### Routed clock nets over the placement, run 1

Scale bar: 20 µm.
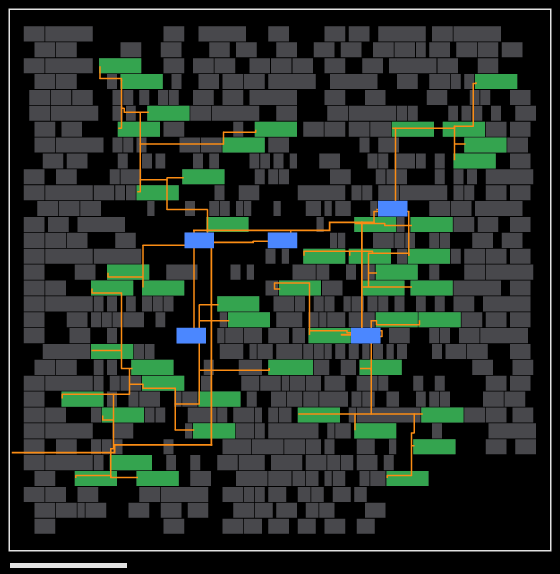
### Gate-type map, run 1

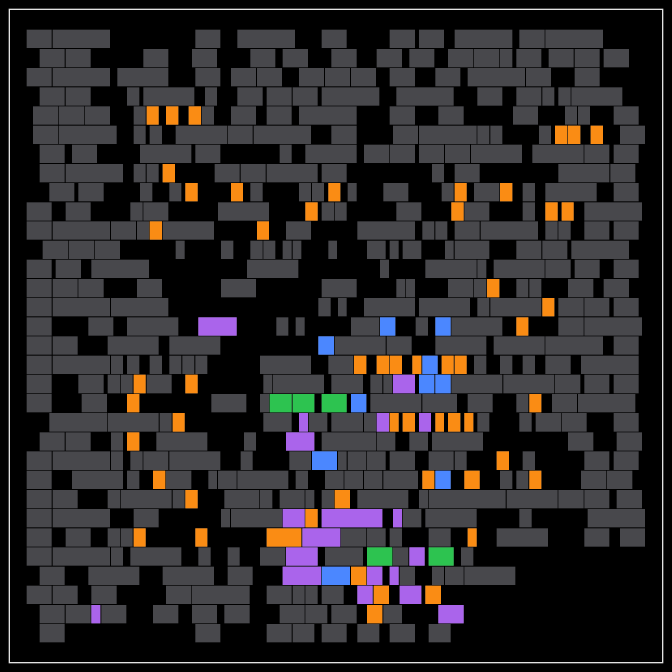
### Where the registers sit, run 1

Scale bar: 20 µm. Other sequential cells in the stronger grey, the rest of the logic in the fainter grey.
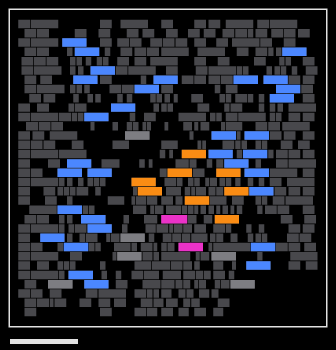
File: src/rtl/fifo_rr_drain.sv
`default_nettype none
// ============================================================================
//  Module      : fifo_rr_drain
//  Description : Round-robin drain of N showahead FIFOs onto one registered
//                valid/ready output stream. A granted source keeps the grant
//                for at most BURST_LEN words, then the grant rotates.
//  Revision    : 1.0 - initial release
// ============================================================================
module fifo_rr_drain #(
    parameter int N         = 4,
    parameter int DWIDTH    = 32,
    parameter int BURST_LEN = 4
) (
    input  logic                    clk_i,
    input  logic                    srst_i,
    input  logic [N-1:0]            src_en_i,
    input  logic [N-1:0]            fifo_empty_i,
    input  logic [N*DWIDTH-1:0]     fifo_q_i,
    output logic [N-1:0]            fifo_rdreq_o,
    output logic [DWIDTH-1:0]       data_o,
    output logic                    valid_o,
    input  logic                    ready_i,
    output logic [$clog2(N)-1:0]    src_o,
    output logic                    busy_o
);

    localparam int SRC_W = $clog2(N);
    localparam int CNT_W = 8;
    localparam logic [CNT_W-1:0] C_LAST_BEAT = CNT_W'(BURST_LEN - 1);
    localparam logic [SRC_W:0]   C_N_EXT     = (SRC_W+1)'(N);

    typedef enum logic [0:0] {
        ST_IDLE  = 1'b0,
        ST_BURST = 1'b1
    } state_t;

    state_t                 state_q, state_d;
    logic [SRC_W-1:0]       gnt_q, gnt_d;
    logic [SRC_W-1:0]       rr_ptr_q, rr_ptr_d;
    logic [CNT_W-1:0]       burst_cnt_q, burst_cnt_d;
    logic [DWIDTH-1:0]      data_q, data_d;
    logic [SRC_W-1:0]       src_q, src_d;
    logic                   valid_q, valid_d;

    logic [N-1:0]           w_cand;
    logic                   w_pick_vld;
    logic [SRC_W-1:0]       w_pick;
    logic [SRC_W:0]         w_sum;
    logic [SRC_W-1:0]       w_idx;
    logic                   w_load;
    logic                   w_pop;
    logic [DWIDTH-1:0]      w_q_arr [N];

    // Split the flat FIFO data bus into one word per source
    generate
        for (genvar k = 0; k < N; k++) begin : g_unpack
            assign w_q_arr[k] = fifo_q_i[k*DWIDTH +: DWIDTH];
        end
    endgenerate

    assign w_cand = src_en_i & ~fifo_empty_i;
    assign w_load = !valid_q || ready_i;

    // Round-robin search: first candidate after rr_ptr, wrapping modulo N
    always_comb begin
        w_pick_vld = 1'b0;
        w_pick     = '0;
        w_sum      = '0;
        w_idx      = '0;
        for (int i = 1; i <= N; i++) begin
            w_sum = {1'b0, rr_ptr_q} + (SRC_W+1)'(i);
            if (w_sum >= C_N_EXT) begin
                w_sum = w_sum - C_N_EXT;
            end
            w_idx = w_sum[SRC_W-1:0];
            if (!w_pick_vld && w_cand[w_idx]) begin
                w_pick_vld = 1'b1;
                w_pick     = w_idx;
            end
        end
    end

    // Next-state, burst counting and output-register loading
    always_comb begin
        state_d     = state_q;
        gnt_d       = gnt_q;
        rr_ptr_d    = rr_ptr_q;
        burst_cnt_d = burst_cnt_q;
        data_d      = data_q;
        src_d       = src_q;
        valid_d     = valid_q;
        w_pop       = 1'b0;
        case (state_q)
            ST_IDLE: begin
                // Arbitration cycle: nothing is popped here
                if (w_pick_vld) begin
                    state_d     = ST_BURST;
                    gnt_d       = w_pick;
                    rr_ptr_d    = w_pick;
                    burst_cnt_d = '0;
                end
            end
            ST_BURST: begin
                w_pop = w_load && !fifo_empty_i[gnt_q];
                if (w_pop) begin
                    data_d      = w_q_arr[gnt_q];
                    src_d       = gnt_q;
                    valid_d     = 1'b1;
                    burst_cnt_d = burst_cnt_q + 1'b1;
                    if (burst_cnt_q == C_LAST_BEAT) begin
                        state_d = ST_IDLE;
                    end
                end else if (w_load) begin
                    // Granted source ran dry; stalls (load=0) never end a burst
                    state_d = ST_IDLE;
                end
            end
            default: begin
                state_d = ST_IDLE;
            end
        endcase
        // Output register free but no new word: the slot empties
        if (w_load && !w_pop) begin
            valid_d = 1'b0;
        end
    end

    // Read strobe to the granted FIFO, suppressed during reset
    always_comb begin
        fifo_rdreq_o = '0;
        if (w_pop && !srst_i) begin
            fifo_rdreq_o[gnt_q] = 1'b1;
        end
    end

    // State and output registers
    always_ff @(posedge clk_i) begin
        if (srst_i) begin
            state_q     <= ST_IDLE;
            gnt_q       <= '0;
            rr_ptr_q    <= SRC_W'(N - 1);
            burst_cnt_q <= '0;
            data_q      <= '0;
            src_q       <= '0;
            valid_q     <= 1'b0;
        end else begin
            state_q     <= state_d;
            gnt_q       <= gnt_d;
            rr_ptr_q    <= rr_ptr_d;
            burst_cnt_q <= burst_cnt_d;
            data_q      <= data_d;
            src_q       <= src_d;
            valid_q     <= valid_d;
        end
    end

    assign data_o  = data_q;
    assign valid_o = valid_q;
    assign src_o   = src_q;
    assign busy_o  = (state_q == ST_BURST);

endmodule
`default_nettype wire

File: config.mk
export PLATFORM = sky130hd
export DESIGN_NAME = fifo_rr_drain
export DESIGN_NICKNAME = d
export VERILOG_FILES = /design/src/rtl/fifo_rr_drain.sv
export SDC_FILE = /design/constraint.sdc
export NUM_CORES = 1
export LEC_CHECK = 0
export CORE_MARGIN = 2
export CORE_UTILIZATION = 37
export DETAILED_ROUTE_END_ITERATION = 12
export GPL_TIMING_DRIVEN = 0
export PLACE_DENSITY = 0.77
export SYNTH_ARGS = -nofsm -noshare
export SYNTH_HDL_FRONTEND = slang
export SYNTH_SLANG_ARGS = --single-unit
File: constraint.sdc
create_clock -name clk_i -period 2.7 [get_ports clk_i]
set_clock_uncertainty 0.15 [all_clocks]
set_input_delay 0.54 -clock clk_i [delete_from_list [all_inputs] [get_ports clk_i]]
set_output_delay 0.54 -clock clk_i [all_outputs]
set_load 0.005 [all_outputs]
==> deck_impl_summary.md, run 1 <==
Flow Results at a Glance

Clock tree
  • Clock sink count: about 48
  • PostCTS Resize Cnt: 35
  • Setup repair bufs after CTS: 7
  • CTS tree: done
  • Clock transition at path regs: 0.08 ns

Setup path
  • Worst EP arrival: around 2 ns
  • Worst setup path startpoint: ready_i
  • Worst Path Buf+Inv: 2
  • CP top delay family: simple AND/OR/NAND/NOR gates

Drt
  • Antenna Nets Post-Route: 0
  • Vias per cell: 5.579

Final layout
  • Final-layout clock-cell area share: 2.133%
  • Max-area cell class: buffers
  • Final Core Density: 65.95%
  • Seq/total area: a little under a fifth
  • N_diodes: 0
  • Signal buf overhead: around two fifths
  • Inverters, non-clock: 1
  • MI comb area: 1856 µm²
  • Flop area: between 900 and 1000 µm²

Final timing
  • Setup TNS: 0 ns
  • Minimum clock period: about 2.6 ns
  • Final Setup Violations: 0

Job
  • Max-cap check violation count: 0

Synthesis
  • Adder Share, Synth: less than 1%
  • Simple share: between 10% and 20%
  • Synthesized Nets: 436
  • Area leader share: about a third
  • Synth warnings: 0
  • Complex Gates by Area: between 15 and 20%
  • Yosys top cell by area: dfxtp_1
  • Top cells, area: dfxtp_1 33%, mux4_2 25%, a21oi_1 7.6%, nand3_1 7.3%, o21ai_0 6.2%
  • Dominant comb cell: multiplexers

Global routing
  • GR Util met3: 7.323%
  • GR peak layer: met2
  • GRT overflow: 0
  • Largest net degree at the start of global routing: 20

Power
  • Pwr Total: 2.047 mW
  • Internal: about 1.5 mW
  • P_clk: slightly above 0.5 mW
  • Combinational Power: around 0.73 mW

Status
  • Status: complete, no violations

Floorplanning
  • Die height: approximately 92 µm

Min path
  • Hold path depth: 2
-- 'Routed clock nets over the placement' (at the start) --
[blue] clock drivers | count: 5
[orange] clock wires | length: 605 µm
[green] flip-flops | count: 48
routed clock nets: 6

-- 'Gate-type map' (at the start) --
| colour | family | cells |
|---|---|---|
| blue | and/or cells | 10 |
| orange | nand cells | 54 |
| purple | nor cells | 19 |
| green | non-inverting ao/oa cells | 5 |

-- 'Where the registers sit' (at the start) --
| colour | name in the netlist | sequential cells |
|---|---|---|
| magenta | gnt_q | 2 |
| blue | data_o | 32 |
| orange | burst_cnt_q | 8 |
not coloured: 6

==> inputs of run 2 (changes only) <==
--- a/config.mk
+++ b/config.mk
@@ -5,6 +5,7 @@
 export SDC_FILE = /design/constraint.sdc
 export NUM_CORES = 1
 export LEC_CHECK = 0
+export CAP_MARGIN = 10
 export CORE_MARGIN = 2
 export CORE_UTILIZATION = 37
 export DETAILED_ROUTE_END_ITERATION = 12
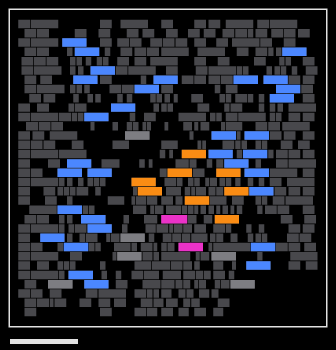
*Where the registers sit, run 2*
Scale bar: 20 µm. Other sequential cells in the stronger grey, the rest of the logic in the fainter grey.
| colour | name in the netlist | sequential cells |
|---|---|---|
| magenta | gnt_q | 2 |
| blue | data_o | 32 |
| orange | burst_cnt_q | 8 |

==> run 2 against run 1 <==
Global-route usage is the same. Worst hold slack did not move. Clock-buffer cell count is the same. Wire length unchanged. Synthesized cell count unchanged. Critical path depth did not move. Combinational power about the same. Critical path type unchanged. Largest power group unchanged.
==> deck_impl_summary.md, run 2 <==
Flow Results at a Glance

Final timing
  • Setup TNS: 0 ns (unchanged)
  • Minimum clock period: 2.649 ns (unchanged)
  • Final Setup Violations: 0 (unchanged)

Floorplanning
  • Die height: 92.50 µm (unchanged)

Job
  • Max-cap check violation count: 0 (unchanged)

Synthesis
  • Adder Share, Synth: 0.4318% (unchanged)
  • Dominant comb cell: multiplexers
  • Synthesized Nets: 436 (unchanged)
  • Yosys top cell by area: dfxtp_1
  • Top cells, area: dfxtp_1 33%, mux4_2 25%, a21oi_1 7.6%, nand3_1 7.3%, o21ai_0 6.2%
  • Simple share: 16.23% (unchanged)
  • Area leader share: 33.16% (unchanged)

Power
  • Pwr Total: 2.047 mW (unchanged)
  • Internal: 1.493 mW (unchanged)

Clock tree
  • Setup repair bufs after CTS: 7 (unchanged)
  • Clock transition at path regs: 0.08 ns (about the same)

Status
  • Status: complete, no violations

Global routing
  • GR Util met3: 7.323% (unchanged)
  • GR peak layer: met2
  • Largest net degree at the start of global routing: 20 (unchanged)

Drt
  • Antenna Nets Post-Route: 0 (unchanged)
  • Vias per cell: 5.579 (unchanged)

Setup path
  • Worst EP arrival: 1.96 ns (about the same)
  • CP top delay family: simple AND/OR/NAND/NOR gates

Final layout
  • Final-layout clock-cell area share: 2.133% (unchanged)
  • Seq/total area: 19.08% (unchanged)
  • Signal buf overhead: 39.39% (unchanged)
  • Final Core Density: 65.95% (unchanged)
  • Flop area: 962.2 µm² (unchanged)
==> inputs of run 3 (changes only) <==
==> constraint.sdc (replaced) <==
create_clock -name clk_i -period 2.8 [get_ports clk_i]
set_clock_uncertainty 0.15 [all_clocks]
set_input_delay 0.56 -clock clk_i [delete_from_list [all_inputs] [get_ports clk_i]]
set_output_delay 0.56 -clock clk_i [all_outputs]
set_load 0.005 [all_outputs]
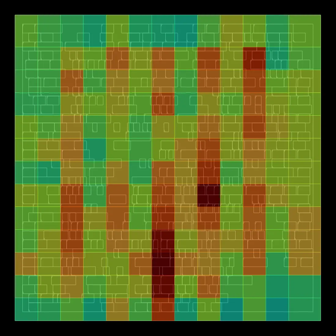
*Routing congestion, run 3*
met2 GRT Util: 42.09%
average wire per standard cell: 17.45 µm
met1 global-route usage: 27.38%
GR peak layer: met2

==> run 3 against run 2 <==
Die size did not move. Sequential cell count did not move. Setup slack got worse by 0.014 ns. Critical endpoint is now fifo_rdreq_o[2]. Largest cell class unchanged.
==> deck_impl_summary.md, run 3 <==
Flow Results at a Glance

Synthesis
  • Area leader share: 33.16% (unchanged)
  • Simple share: 16.23% (unchanged)
  • Synthesized Nets: 436 (unchanged)
  • Synth warnings: 0
  • Dominant comb cell: multiplexers
  • Yosys top cell by area: dfxtp_1
  • Top cells, area: dfxtp_1 33%, mux4_2 25%, a21oi_1 7.6%, nand3_1 7.3%, o21ai_0 6.2%
  • Adder Share, Synth: 0.4318% (unchanged)

Final layout
  • Seq/total area: 19.08% (about the same)
  • Signal buf overhead: 39.42% (about the same)
  • Synthesis-to-finish area growth: 73.83%
  • Final-layout clock-cell area share: 2.136% (+0.0027 points)

Setup path
  • Worst EP arrival: 2.05 ns (+0.09 ns)
  • CP top delay family: simple AND/OR/NAND/NOR gates

Floorplanning
  • Die height: 92.50 µm (unchanged)

Final timing
  • Minimum clock period: around 2.8 ns
  • Final Setup Violations: 0 (unchanged)
  • Setup TNS: 0 ns (unchanged)

Global routing
  • Largest net degree at the start of global routing: 20 (unchanged)
  • GR Util All Layers: between 20% and 30%
  • GR Util met3: 7.160% (-0.16 points)

Clock tree
  • Setup repair bufs after CTS: 7 (unchanged)
  • Clock transition at path regs: 0.08 ns (about the same)

Placement
  • Gpl congestion: roughly 0.84
  • Pre-CTS setup slack: -1.149 ns

Power
  • Seq group: about 0.77 mW
  • Internal: 1.438 mW (-3.7%)
  • Pwr Total: 1.975 mW (-3.5%)

Status
  • Status: complete, no violations

Drt
  • Vias per cell: 5.614 (+0.62%)
  • Antenna Nets Post-Route: 0 (unchanged)

Job
  • Max-cap check violation count: 0 (unchanged)
No activity file was given, so power comes from the tool's default toggle rates.
